### I/O nets highlighted, run 1

The bar under the picture is 20 µm long.
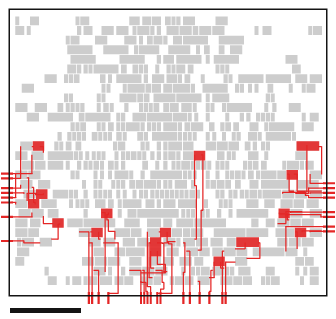
### Met2 routing, run 1

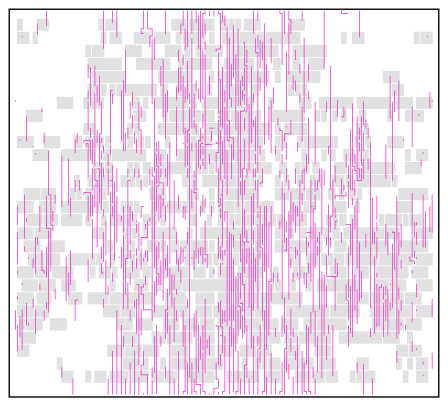
### Signal wires on met1, run 1

Supply wires on this layer in grey.
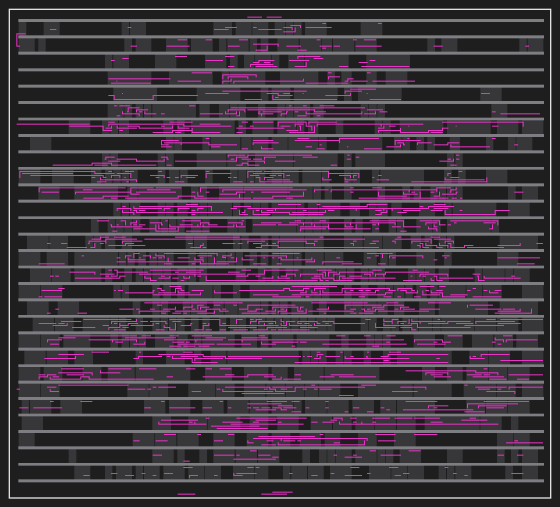
## src/rtl/alu_pkg.sv

```systemverilog
// Shared ALU definitions: datapath width, opcode encodings and the
// registered response payload used by the ALU arbiter.
package alu_pkg;

    localparam int ALU_W = 16;

    localparam logic ALU_OP_ADD = 1'b0;
    localparam logic ALU_OP_XOR = 1'b1;

    // The id field is wide enough for the largest legal requester count (4).
    typedef struct packed {
        logic [ALU_W-1:0] result;
        logic             carry;
        logic [1:0]       id;
    } alu_rsp_t;

endpackage

```

## src/rtl/ALU.sv

```systemverilog
// Shared 16-bit ADD/XOR datapath; purely combinational.
module ALU
    import alu_pkg::*;
(
    input  logic [ALU_W-1:0] a,
    input  logic [ALU_W-1:0] b,
    input  logic             op,
    output logic [ALU_W-1:0] result,
    output logic             carry
);

    logic [ALU_W:0] sum;

    assign sum    = {1'b0, a} + {1'b0, b};
    assign result = (op == ALU_OP_XOR) ? (a ^ b) : sum[ALU_W-1:0];
    assign carry  = (op == ALU_OP_ADD) ? sum[ALU_W] : 1'b0;

endmodule

```

## src/rtl/rr_arbiter.sv

```systemverilog
// Round-robin arbiter: grants the first set request at or after rr_ptr
// when advance is high, then moves the pointer just past the winner.
module rr_arbiter #(
    parameter int NUM_REQ = 2,
    parameter int ID_W    = 2
) (
    input  logic               clk,
    input  logic               rst,
    input  logic [NUM_REQ-1:0] req,
    input  logic               advance,
    output logic [NUM_REQ-1:0] grant,
    output logic [ID_W-1:0]    idx,
    output logic               granted
);

    logic [ID_W-1:0] rr_ptr;

    // NOTE: every output of this block gets a default first, so no path
    // leaves a signal unassigned and no latch is inferred.
    always_comb begin
        int j;
        grant   = '0;
        idx     = '0;
        granted = 1'b0;
        j       = 0;
        for (int k = 0; k < NUM_REQ; k++) begin
            j = int'(rr_ptr) + k;
            if (j >= NUM_REQ) j = j - NUM_REQ;
            if (advance && !granted && req[j]) begin
                granted  = 1'b1;
                grant[j] = 1'b1;
                idx      = ID_W'(j);
            end
        end
    end

    // NOTE: state registers use non-blocking assignments so every flop
    // samples pre-edge values regardless of process evaluation order.
    always_ff @(posedge clk) begin
        if (rst) begin
            rr_ptr <= '0;
        end else if (granted) begin
            rr_ptr <= (int'(idx) == NUM_REQ - 1) ? '0 : idx + 1'b1;
        end
    end

endmodule

```

## src/rtl/alu_arbiter.sv

```systemverilog
// Shares one ALU between NUM_REQ valid/ready requesters with a one-entry
// registered response. Define ALU_ARB_STATS_EN to build per-requester grant counters.
module alu_arbiter
    import alu_pkg::*;
#(
    parameter int NUM_REQ = 2,
    parameter int ID_W    = 2
) (
    input  logic                     clk,
    input  logic                     rst,
    input  logic [NUM_REQ-1:0]       req_valid,
    output logic [NUM_REQ-1:0]       req_ready,
    input  logic [NUM_REQ*ALU_W-1:0] req_a,
    input  logic [NUM_REQ*ALU_W-1:0] req_b,
    input  logic [NUM_REQ-1:0]       req_op,
    output logic                     rsp_valid,
    input  logic                     rsp_ready,
    output logic [ID_W-1:0]          rsp_id,
    output logic [ALU_W-1:0]         rsp_result,
    output logic                     rsp_carry,
    output logic [NUM_REQ*ALU_W-1:0] stat_grants
);

    logic               can_issue;
    logic [NUM_REQ-1:0] grant;
    logic [ID_W-1:0]    grant_idx;
    logic               granted;
    logic [ALU_W-1:0]   alu_a;
    logic [ALU_W-1:0]   alu_b;
    logic               alu_op;
    logic [ALU_W-1:0]   alu_result;
    logic               alu_carry;
    alu_rsp_t           rsp_q;

    // Reset blocks issue so nothing is accepted on a reset cycle.
    assign can_issue = (!rsp_valid || rsp_ready) && !rst;

    rr_arbiter #(
        .NUM_REQ (NUM_REQ),
        .ID_W    (ID_W)
    ) u_arb (
        .clk     (clk),
        .rst     (rst),
        .req     (req_valid),
        .advance (can_issue),
        .grant   (grant),
        .idx     (grant_idx),
        .granted (granted)
    );

    assign req_ready = grant;

    always_comb begin
        alu_a  = '0;
        alu_b  = '0;
        alu_op = ALU_OP_ADD;
        for (int i = 0; i < NUM_REQ; i++) begin
            if (grant[i]) begin
                alu_a  = req_a[i*ALU_W +: ALU_W];
                alu_b  = req_b[i*ALU_W +: ALU_W];
                alu_op = req_op[i];
            end
        end
    end

    ALU u_alu (
        .a      (alu_a),
        .b      (alu_b),
        .op     (alu_op),
        .result (alu_result),
        .carry  (alu_carry)
    );

    // A grant always loads, which covers drain-and-fill in the same cycle.
    always_ff @(posedge clk) begin
        if (rst) begin
            rsp_valid <= 1'b0;
            rsp_q     <= '0;
        end else if (granted) begin
            rsp_valid    <= 1'b1;
            rsp_q.result <= alu_result;
            rsp_q.carry  <= alu_carry;
            rsp_q.id     <= 2'(grant_idx);
        end else if (rsp_ready) begin
            rsp_valid <= 1'b0;
        end
    end

    assign rsp_result = rsp_q.result;
    assign rsp_carry  = rsp_q.carry;
    assign rsp_id     = ID_W'(rsp_q.id);

`ifdef ALU_ARB_STATS_EN
    for (genvar i = 0; i < NUM_REQ; i++) begin : g_stat
        logic [ALU_W-1:0] cnt;

        always_ff @(posedge clk) begin
            if (rst) begin
                cnt <= '0;
            end else if (grant[i] && cnt != {ALU_W{1'b1}}) begin
                cnt <= cnt + 1'b1;
            end
        end

        assign stat_grants[i*ALU_W +: ALU_W] = cnt;
    end
`else
    assign stat_grants = '0;
`endif

endmodule

```

## config.mk

```make
export PLATFORM = sky130hd
export DESIGN_NAME = alu_arbiter
export DESIGN_NICKNAME = d
export VERILOG_FILES = /design/src/rtl/alu_pkg.sv /design/src/rtl/ALU.sv /design/src/rtl/rr_arbiter.sv /design/src/rtl/alu_arbiter.sv
export SDC_FILE = /design/constraint.sdc
export NUM_CORES = 1
export LEC_CHECK = 0
export ABC_AREA = 1
export CAP_MARGIN = 0
export CORE_ASPECT_RATIO = 0.9
export CORE_UTILIZATION = 37
export DETAILED_ROUTE_END_ITERATION = 8
export GPL_TIMING_DRIVEN = 0
export PLACE_DENSITY = 0.77
export SYNTH_ARGS = -nofsm -noshare
export SYNTH_HDL_FRONTEND = slang
export SYNTH_SLANG_ARGS = --single-unit
```

## constraint.sdc

```tcl
create_clock -name clk -period 2.85 [get_ports clk]
set_clock_uncertainty 0.2 [all_clocks]
set_input_delay 0.57 -clock clk [delete_from_list [all_inputs] [get_ports clk]]
set_output_delay 0.57 -clock clk [all_outputs]
set_load 0.005 [all_outputs]
```

==> flow_summary.ini, run 1 <==
; flow metrics
[yosys]
postSynthSeqShare_pct = 17.34
synth_area_per_cell_um2 = 6.076
syn_inst = 418
yosys_cells = 418

[die]
die_w_um = 89.34
tap_cells = 90
io_pins = 125
chip_area_um2 = 7200

[clocking]
clk_pin_slew_worst_paths_ns = 0.08
clock_path_buffers = 2
clkLatencyLatePin_ns = 0.26
post_cts_buffers = 8

[layout]
stdcell_area_um2 = 4094
final_util_pct = 61.83
largest_class = logic gates
drive_gt1_share_pct = 17.41
finalNonFillerCells = 647
flops = 22
area_growth_pct = 61.18
n_all_inverters = 64

[route]
top_layer = met4
wl_per_cell_um = 11.74
antenna_left = 0

[worst_setup_path]
cp_cell_sequence = dlygate4sd2_1 -> inv_2 -> a21oi_4 -> nand3_4 -> inv_6 -> buf_8 -> a22o_1 -> ha_2 -> fa_2 -> nand3_2 -> nand3_4 -> nand2_1 -> nand2_1 -> xor2_1 -> nand2_1 -> nand3_2 -> nand2_1 -> inv_1
reg2reg_slack_ns = 0.25
cp-endpoint = rsp_result[8]$_SDFFE_PP0P_
cp_max_fo = 6
reg2reg_from = u_arb.rr_ptr[0]$_SDFFE_PP0P_
worst_setup_path_end_kind = flop
max_stage_delay_ns = 0.38
cp.depth = 18

[place]
placed_area_um2 = 3690
dp_hpwl_mm = 5.854
place_inst = 631

[global_route]
grt_first_pass_wirelength_mm = 11.98
antenna_found_initial = 0
top_usage_layer = met2
grt_max_degree = 13

[power_and_ir_drop]
fin_total_pwr_mw = 1.140
leakagePower_nw = 2.160

[outcome]
status = finished clean

[timing]
fin_crit_sh_pct = 96.17
timing.hold.ws_ns = 0.2707

[flow_run]
warnings = 26
-- 'I/O nets highlighted' (at the start) --
port	colour	direction	edge	end cells	buffers	wire
req_b	red	input	16 bottom, 8 right, 8 left	16	32	589 µm

-- 'Met2 routing' (at the start) --
longest straight run	51.0 µm
nets with wire on the layer	523
wire length on this layer	4000 µm

-- 'Signal wires on met1' (at the start) --
main direction	horizontal
nets with wire on the layer	561

[run 1: power by group]
group / switching, mW / internal, mW / total [mW]
registers: 0.0203 / 0.339 / 0.360
clock network: 0.101 / 0.123 / 0.224
logic: 0.247 / 0.310 / 0.556
total: 0.368 / 0.772 / 1.14
[run 1: logic make-up (layout without fill, tap and decap cells)]
kind of cell | Yosys count | count (layout) | share of synthesized area, %
AOI/OAI and AO/OA | 63 | 63 | 17.93
buffers and inverters | 108 | 216 | 21.92
DFF | 22 | 22 | 17.34
other | 1 | 32 | 0.1476
xor gates and xnor gates | 7 | 7 | 2.414
and+or+nand+nor | 200 | 200 | 31.58
adders and majority gates | 17 | 17 | 8.670
[run 1: state kept, by name, summed over array words and instances, names as in the netlist]
register,cells
u_arb.rr_ptr,2
rsp_id,2
rsp_valid,1
rsp_carry,1
rsp_result,16
## Run 2: what changed since run 1
RECOVER_POWER = 25   (was unset)
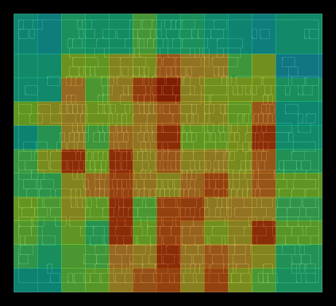
*Congestion heat map, run 2*
met1 Use GR: 25.00%
final core utilization: 61.79%

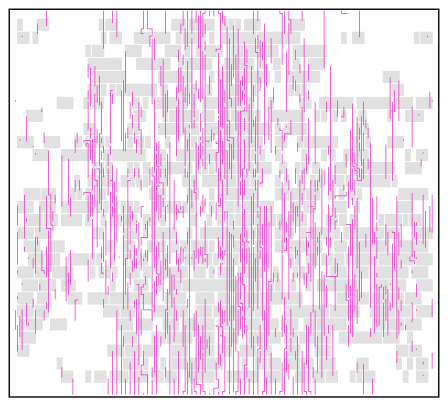
*Met2 routing, run 2*
main direction	vertical
wire length on this layer	4000 µm
share of all routed wire	52%
longest straight run	51.0 µm
nets with wire on the layer	523

==> run 2 against run 1 <==
Net effect:
- clock power is essentially flat
- critical path depth is the same
- sequential share of layout area is essentially flat
- wire length grew 0.18%
- sequential power is essentially flat
- total power shrank 0.30%
==> flow_summary.ini, run 2 <==
; flow metrics
[global_route]
grt_first_pass_wirelength_mm = 11.98
grt_max_degree = 13
top_usage_layer = met2
antenna_found_initial = 0

[yosys]
mux_area_share_pct = 0
yosys.area_share.simple_pct = 31.58
fa_ha_area_share_pct = 8.670
postSynthSeqShare_pct = 17.34
compound_area_share_pct = 17.93
xor_share_pct = 2.414
yosys_cells = 418
topCombFamilyByArea = simple AND/OR/NAND/NOR gates

[power_and_ir_drop]
powerComb_uw = 553
leakagePower_nw = 2.167
pg_seq_uw = 359
pg_clk_uw = 224
comb_power_share_pct = 48.7
fin_total_pwr_mw = 1.137
switchingPower_uw = 367.7
power_leader = combinational logic

[worst_setup_path]
cp_max_fo = 6
reg2reg_from = u_arb.rr_ptr[0]$_SDFFE_PP0P_
cp_cell_sequence = dlygate4sd2_1 -> inv_2 -> a21oi_4 -> nand3_4 -> inv_6 -> buf_8 -> a22o_1 -> ha_2 -> fa_2 -> nand3_2 -> nand3_4 -> nand2_1 -> nand2_1 -> xor2_1 -> nand2_1 -> nand3_2 -> nand2_1 -> inv_1
max_stage_delay_ns = 0.38
worst_setup_path_end_kind = flop
cp.depth = 18

[die]
io_pins = 125
die_w_um = 89.34
chip_area_um2 = 7200

[layout]
stdcell_area_um2 = 4091
drive_gt1_share_pct = 16.70
area_growth_pct = 61.08
finalNonFillerCells = 647

[timing]
timing.hold.ws_ns = 0.2676
fin_crit_sh_pct = 96.28

[place]
placed_area_um2 = 3690
dp_hpwl_mm = 5.854
place_inst = 631

[route]
wl_per_cell_um = 11.77
top_layer = met4

[clocking]
post_cts_buffers = 8
clk_pin_slew_worst_paths_ns = 0.08
clock_path_buffers = 2
clkLatencyLatePin_ns = 0.26

[outcome]
status = finished clean

[flow_run]
warnings = 26
## run 2: final cells by class
type	count	area, µm²	share of cell area (%)
repair buffers	104	1020	24.92
multi-input cells	319	1853	45.29
flip-flops and latches	22	440.4	10.76
plain buffers	44	362.8	8.869
clock buffers	4	55.05	1.346
inverters	64	247.7	6.055
well taps	90	112.6	2.752
## run 2: worst reg2reg max path: stages (launching register included)
cell and delay, ns:
dfxtp_1 0.36, nor2_1 0.11, inv_1 0.07, nand3_4 0.11
inv_6 0.06, buf_8 0.12, a22o_1 0.20, ha_2 0.20
fa_2 0.38, nand3_2 0.11, nand3_4 0.09, nand2_1 0.07
nand2_1 0.06, xor2_1 0.14, nand2_1 0.07, nand3_2 0.07
nand2_1 0.06, inv_1 0.03
Power is estimated from default activity; no workload was simulated.
